## config.mk

```make
export PLATFORM = sky130hd
export DESIGN_NAME = req_gnt_arbiter_flat
export DESIGN_NICKNAME = d
export VERILOG_FILES = /design/src/rtl/req_gnt_arbiter_if.sv /design/src/rtl/req_gnt_arbiter.sv /design/src/flat_wrapper.sv
export SDC_FILE = /design/constraint.sdc
export NUM_CORES = 1
export LEC_CHECK = 0
export CAP_MARGIN = 5
export CORE_MARGIN = 4
export CORE_UTILIZATION = 50
export DETAILED_ROUTE_END_ITERATION = 12
export PLACE_DENSITY_LB_ADDON = 0.1
export SLEW_MARGIN = 20
export SYNTH_ARGS = -nofsm -noshare
export SYNTH_HDL_FRONTEND = slang
export SYNTH_SLANG_ARGS = --single-unit
```

## constraint.sdc

```tcl
create_clock -name clk -period 2.12 [get_ports clk]
set_input_delay 0.212 -clock clk [delete_from_list [all_inputs] [get_ports clk]]
set_output_delay 0.212 -clock clk [all_outputs]
set_load 0.01 [all_outputs]
```

## src/rtl/req_gnt_arbiter_if.sv

```systemverilog
// Request/grant bundle between the requesters and the round-robin arbiter.
interface req_gnt_arbiter_if #(
  parameter int unsigned N_REQ = 4
);
  localparam int unsigned ID_W = $clog2(N_REQ);

  logic [N_REQ-1:0] req;
  logic [N_REQ-1:0] gnt;
  logic [ID_W-1:0]  gnt_id;
  logic             busy;
  logic             expired;

  modport master (output req, input gnt, gnt_id, busy, expired);
  modport slave  (input req, output gnt, gnt_id, busy, expired);
endinterface

```

## src/rtl/req_gnt_arbiter.sv

```systemverilog
// Round-robin req/gnt arbiter: grant appears GNT_DELAY edges after the winning
// request is sampled and is revoked after at most MAX_HOLD high cycles.
module req_gnt_arbiter #(
  parameter int unsigned N_REQ     = 4,
  parameter int unsigned GNT_DELAY = 2,
  parameter int unsigned MAX_HOLD  = 8
) (
  input  logic             clk,
  input  logic             rst,
  req_gnt_arbiter_if.slave bus
);
  localparam int unsigned ID_W     = $clog2(N_REQ);
  localparam int unsigned HOLD_W   = $clog2(MAX_HOLD + 1);
  localparam int unsigned DLY_W    = (GNT_DELAY > 1) ? $clog2(GNT_DELAY) : 1;
  localparam int unsigned DLY_INIT = (GNT_DELAY > 1) ? GNT_DELAY - 2 : 0;
  localparam int unsigned RUN_W    = HOLD_W + 1;

  typedef enum logic [1:0] {IDLE, WAIT, GRANT} state_e;

  state_e            state_q, state_nxt;
  logic [N_REQ-1:0]  req;
  logic [N_REQ-1:0]  gnt_q, gnt_nxt;
  logic [ID_W-1:0]   gnt_id_q, gnt_id_nxt;
  logic [ID_W-1:0]   last_q, last_nxt;
  logic [HOLD_W-1:0] hold_q, hold_nxt;
  logic [DLY_W-1:0]  dly_q, dly_nxt;
  logic              busy_q, busy_nxt;
  logic              expired_q, expired_nxt;
  logic [ID_W-1:0]   winner;
  logic              owner_req;

  assign req         = bus.req;
  assign bus.gnt     = gnt_q;
  assign bus.gnt_id  = gnt_id_q;
  assign bus.busy    = busy_q;
  assign bus.expired = expired_q;
  assign owner_req   = req[gnt_id_q];

  // Circular first-set search starting just after the previous owner.
  always_comb begin
    int unsigned idx;
    logic        found;
    winner = '0;
    found  = 1'b0;
    idx    = 0;
    for (int unsigned k = 0; k < N_REQ; k++) begin
      idx = (32'(last_q) + 32'd1 + k) % N_REQ;
      if (!found && req[idx]) begin
        winner = ID_W'(idx);
        found  = 1'b1;
      end
    end
  end

  // State and registered outputs.
  always_ff @(posedge clk) begin
    if (rst) begin
      state_q   <= IDLE;
      gnt_q     <= '0;
      gnt_id_q  <= '0;
      last_q    <= ID_W'(N_REQ - 1);
      hold_q    <= '0;
      dly_q     <= '0;
      busy_q    <= 1'b0;
      expired_q <= 1'b0;
    end else begin
      state_q   <= state_nxt;
      gnt_q     <= gnt_nxt;
      gnt_id_q  <= gnt_id_nxt;
      last_q    <= last_nxt;
      hold_q    <= hold_nxt;
      dly_q     <= dly_nxt;
      busy_q    <= busy_nxt;
      expired_q <= expired_nxt;
    end
  end

  // Next-state logic; a dropped owner request always wins over the counters.
  always_comb begin
    state_nxt = state_q;
    case (state_q)
      IDLE: begin
        if (req != '0) state_nxt = (GNT_DELAY == 1) ? GRANT : WAIT;
      end
      WAIT: begin
        if (!owner_req)        state_nxt = IDLE;
        else if (dly_q == '0)  state_nxt = GRANT;
      end
      GRANT: begin
        if (!owner_req || hold_q == HOLD_W'(MAX_HOLD)) state_nxt = IDLE;
      end
      default: state_nxt = IDLE;
    endcase
  end

  // Next values of the registered outputs and counters.
  always_comb begin
    gnt_nxt     = gnt_q;
    gnt_id_nxt  = gnt_id_q;
    last_nxt    = last_q;
    hold_nxt    = hold_q;
    dly_nxt     = dly_q;
    expired_nxt = 1'b0;
    case (state_q)
      IDLE: begin
        gnt_nxt    = '0;
        gnt_id_nxt = '0;
        hold_nxt   = '0;
        dly_nxt    = '0;
        if (req != '0) begin
          gnt_id_nxt = winner;
          if (GNT_DELAY == 1) begin
            gnt_nxt  = N_REQ'(1) << winner;
            hold_nxt = HOLD_W'(1);
          end else begin
            dly_nxt = DLY_W'(DLY_INIT);
          end
        end
      end
      WAIT: begin
        if (!owner_req) begin
          gnt_id_nxt = '0;
          dly_nxt    = '0;
        end else if (dly_q == '0) begin
          gnt_nxt  = N_REQ'(1) << gnt_id_q;
          hold_nxt = HOLD_W'(1);
        end else begin
          dly_nxt = dly_q - DLY_W'(1);
        end
      end
      GRANT: begin
        if (!owner_req || hold_q == HOLD_W'(MAX_HOLD)) begin
          gnt_nxt     = '0;
          last_nxt    = gnt_id_q;
          gnt_id_nxt  = '0;
          hold_nxt    = '0;
          expired_nxt = owner_req;
        end else begin
          hold_nxt = hold_q + HOLD_W'(1);
        end
      end
      default: begin
        gnt_nxt    = '0;
        gnt_id_nxt = '0;
      end
    endcase
    busy_nxt = (state_nxt != IDLE);
  end

  // Independent run-length of gnt high, used only to bound tenure in checks.
  logic [RUN_W-1:0] hi_run;
  always_ff @(posedge clk) begin
    if (rst)                                            hi_run <= '0;
    else if (gnt_q == '0)                               hi_run <= '0;
    else if (hi_run <= RUN_W'(MAX_HOLD))                hi_run <= hi_run + RUN_W'(1);
  end

  a_onehot: assert property (@(posedge clk) disable iff (rst) $onehot0(gnt_q));
  a_hold:   assert property (@(posedge clk) disable iff (rst)
                             (gnt_q != '0) |-> (hi_run < RUN_W'(MAX_HOLD)));
  a_exp:    assert property (@(posedge clk) disable iff (rst) expired_q |-> (gnt_q == '0));

  for (genvar i = 0; i < N_REQ; i++) begin : g_rise
    a_rise: assert property (@(posedge clk) disable iff (rst)
                             $rose(gnt_q[i]) |-> $past(req[i], GNT_DELAY));
  end
endmodule

```

## src/flat_wrapper.sv

```systemverilog
// flat-port wrapper written by rule: the top's interface ports become plain ports
module req_gnt_arbiter_flat 
#(
  parameter int unsigned N_REQ     = 4,
  parameter int unsigned GNT_DELAY = 2,
  parameter int unsigned MAX_HOLD  = 8
)
  (clk, rst, bus_req, bus_gnt, bus_gnt_id, bus_busy, bus_expired);
  req_gnt_arbiter_if #(.N_REQ(N_REQ)) bus_i ();
  input  logic clk;
  input  logic rst;
  input wire logic [$bits(bus_i.req)-1:0] bus_req;
  output wire logic [$bits(bus_i.gnt)-1:0] bus_gnt;
  output wire logic [$bits(bus_i.gnt_id)-1:0] bus_gnt_id;
  output wire logic [$bits(bus_i.busy)-1:0] bus_busy;
  output wire logic [$bits(bus_i.expired)-1:0] bus_expired;
  assign bus_i.req = bus_req;
  assign bus_gnt = bus_i.gnt;
  assign bus_gnt_id = bus_i.gnt_id;
  assign bus_busy = bus_i.busy;
  assign bus_expired = bus_i.expired;
  req_gnt_arbiter #(.N_REQ(N_REQ), .GNT_DELAY(GNT_DELAY), .MAX_HOLD(MAX_HOLD)) u_core (.clk(clk), .rst(rst), .bus(bus_i));
endmodule
```

==> results.tsv <==
metric	value	unit
ys flop type	dfxtp_1	
worst min path class	reg -> reg	
TNS Setup	0	ps
Worst Tran Pin Value	491	ps
die y size	50.1	um
CTS tree	done	
Worst Setup EP	u_core.hold_q[2]$_SDFFE_PP0P_	
post-CTS setup buffer count	0	
MaxCap Viol Count	0	
Commonest Layout Cell	dfxtp_1	
htree depth	1	
hold buffer count at CTS	0	
leakage power	0.434	nW
crit start category	flip-flop	
core area	1590	um^2
Tot Pwr	0.701	mW
asr flop ratio synth	0	%
Synth area leaders	dfxtp_1, ha_1, mux2i_1	
GRT Residual Overflow	0	
Top Layout Cells	dfxtp_1, clkdlybuf4s50_1, inv_1	
vias in the first global route	763	
WL per Instance	13.3	um
number of fill cells	116	
Post-synth top cells	dfxtp_1, inv_1, ha_1	
worst rel slew slack	66.8	%
worst reg2reg endpoint	u_core.hold_q[2]$_SDFFE_PP0P_	
Peak Freq	0.569	GHz
vias	800	
Pre-Place Util	55.6	%
syn nets	105	
synthesized area	886	um^2
worst setup path startpoint	u_core.state_q[0]$_SDFF_PP0_	
Final Hold Fails	0	
Clock Path Buffers	2	
ys cells	93	
GR Util All Layers	17.4	%
flops out of synthesis	16	
drt via density	5.80	
share of cells above drive strength 1	14.9	%
FF/Latch Area	320	um^2
I/O pins	14	
Post-DP Area	1080	um^2
CTS Buf Count	3	
Die W	50.1	um
Dominant cell area share	36.2	%
Synth-to-Final Area Change	26.4	%
Final period util	82.9	%
final core utilization	70.3	%
area leader, netlist	dfxtp_1	
first-pass GRT wire length	3.26	mm
tool warnings	30	
Syn Inst Count	93	
number of routed nets with antenna violations	0	
Pins Over Slew Limit	0	
WHS Path Cells	1	
CP Max Fanout	5	
final net count	127	
kind of critical path	reg -> reg	
synthesized area per cell	9.53	um^2
slack of the worst reg-to-reg path	360	ps
Final HPWL DP	1.42	mm
ANT cells	0	
Hold EP	u_core.bus.gnt[2]$_SDFFE_PP0P_	
logic area	524	um^2
DRT Pass-1 Iters	4	
PD cells	626	nW/um^2
post-layout instance area	1120	um^2
Clk pin slew, worst setup/hold paths	100	ps
gp weighted congestion	0.785	
initial antenna violation count	0	
worst path required time	2360	ps
# DRC	0	
status	completed	
area reported by Yosys stat	886	um^2
Ys Warns	0	
WL final	1.83	mm
Critical Path AT	2000	ps
Cell Type Count	41	
Seq share, synth	36.2	%
most frequent cell after synthesis	dfxtp_1	
skew final	14.6	ps
row count	14	
RSZ-0062 raised after global routing	false	
die area	2510	um^2
Reg2Reg Depth	6	
number of enable flip-flop cells	0	
CTS resizes	0	
largest net degree at the start of global routing	11	
input/output buffers	13	
Hold Path Origin	u_core.bus.gnt[2]$_SDFFE_PP0P_	
root buf cell	clkbuf_4	
Max VDD drop	477	uV
Final Critical Period	1760	ps
reg2reg start	u_core.state_q[0]$_SDFF_PP0_	
Setup violations, final	0	
CP endpoint kind	flip-flop	
# placed instances	134	
Iteration-0 DRC Markers	21	
final non-filler cell total	138	
==> state kept, by name (all words and copies together) (netlist names) <==
| name | cells |
|---|---|
| u_core.state_q | 2 |
| u_core.bus.expired | 1 |
| u_core.bus.busy | 1 |
| u_core.last_q | 2 |
| u_core.bus.gnt_id | 2 |
| u_core.bus.gnt | 4 |
| u_core.hold_q | 4 |
==> power breakdown <==
part / switching [mW] / internal [mW] / leakage [nW]
clock: 0.0984 / 0.105 / 0.0210
combinational: 0.0822 / 0.0807 / 0.283
sequential: 0.0175 / 0.317 / 0.130
==> cell type report <==
class	count	share of cell area [%]
multi-input combinational	66	46.8
timing repair buffer	19	15.6
sequential	16	28.6
inverter	9	3.02
clock buffer	4	3.24
tap	24	2.68
==> critical path: stages, from the launching register on <==
cell and delay (ps):
dfxtp_1 430, inv_1 90, ha_1 270, or4_1 510, o21ai_1 210, a21oi_1 70, mux2i_1 130
==> per-layer routing <==
layer  GRT usage [%]  up-vias  part of all wire (%)
met5               0        -                     0
met4            8.29        0                   1.7
met3            6.63        5                   3.8
met1            20.9      387                    44
met2            26.7       12                    50
li1                -      396                     -
==> metrics by stage <==
step | hold WS [ps] | worst slack, ps
after floorplan | 437 | 480
after global placement | 462 | 279
after detailed placement | 454 | 260
after CTS | 477 | 376
after global routing | 501 | 218
final | 470 | 363
==> kinds of logic (layout without fill, tap and decap cells) <==
kind of cell,Yosys count,in the layout,share of synthesized area (%)
AND-OR/OR-AND,24,24,22.3
AND/OR/NAND/NOR,29,29,19.1
flip-flops,16,16,36.2
buffers and inverters,11,32,4.66
adder cells (fa/ha/maj),6,6,8.47
XOR/XNOR,1,1,0.989
multiplexers,6,6,8.33
==> images/clock_nets.png <==
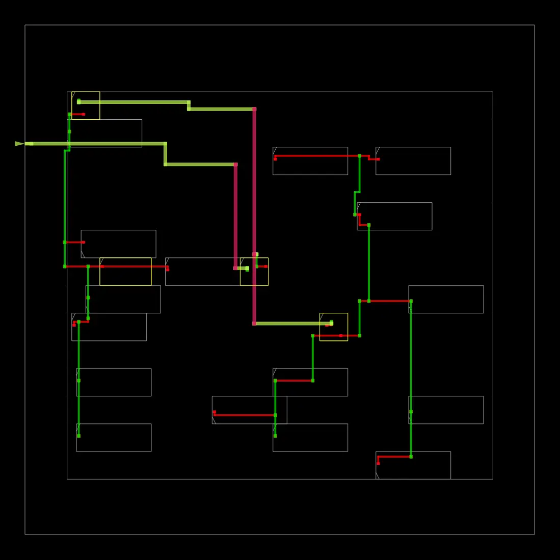
Sink Count: 16
clk ins delay skew pair: 300 ps
FFs & Latches: 16

==> images/util_map.png <==
(8 px per um) 10 x 10 tiles, from black (low) to pale yellow (high), 0 to 100% covered.
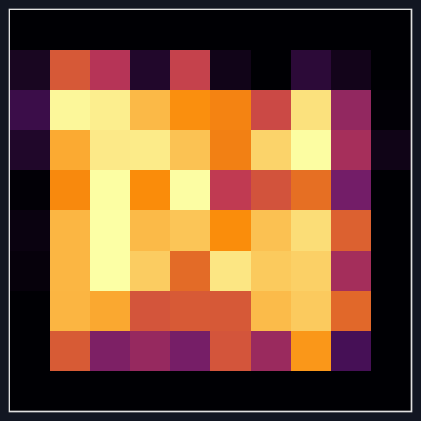
mean over tiles: 43%
emptiest ninth of the die: upper right
nearly empty tiles: 32%
tiles over 75% full: 32%
fullest tile: 100%

==> images/m2.png <==
(8 px per um)
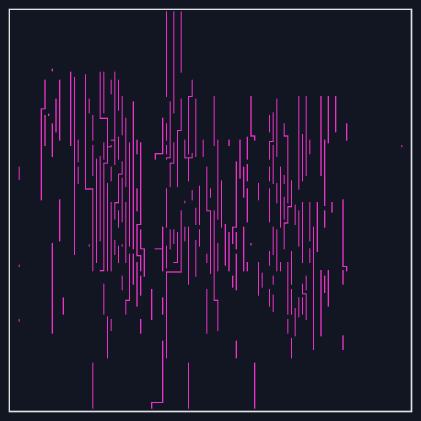
nets with wire on the layer: 109
longest straight run: 22.1 um
wire length on this layer: 915 um

==> images/ff_map.png <==
(8 px per um) Other sequential cells in the stronger grey, the rest of the logic in the fainter grey.
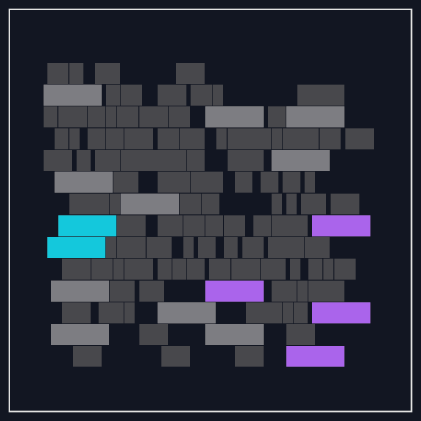
| colour | signal | sequential cells |
|---|---|---|
| cyan | `u_core.bus.gnt_id` | 2 |
| purple | `u_core.hold_q` | 4 |
not coloured: 10

==> images/floorplan.png <==
(8 px per um) Pins as bars on the die edge.
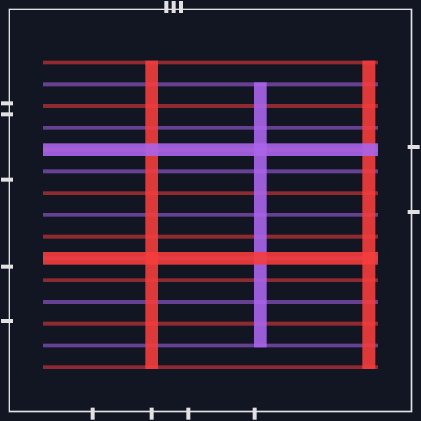
| colour | net |
|---|---|
| red | VSS |
| purple | VDD |
rows: 14
met4 straps: 3
met1 rails: 15

Power figures rest on the tool's default switching activity, not on a simulated workload.
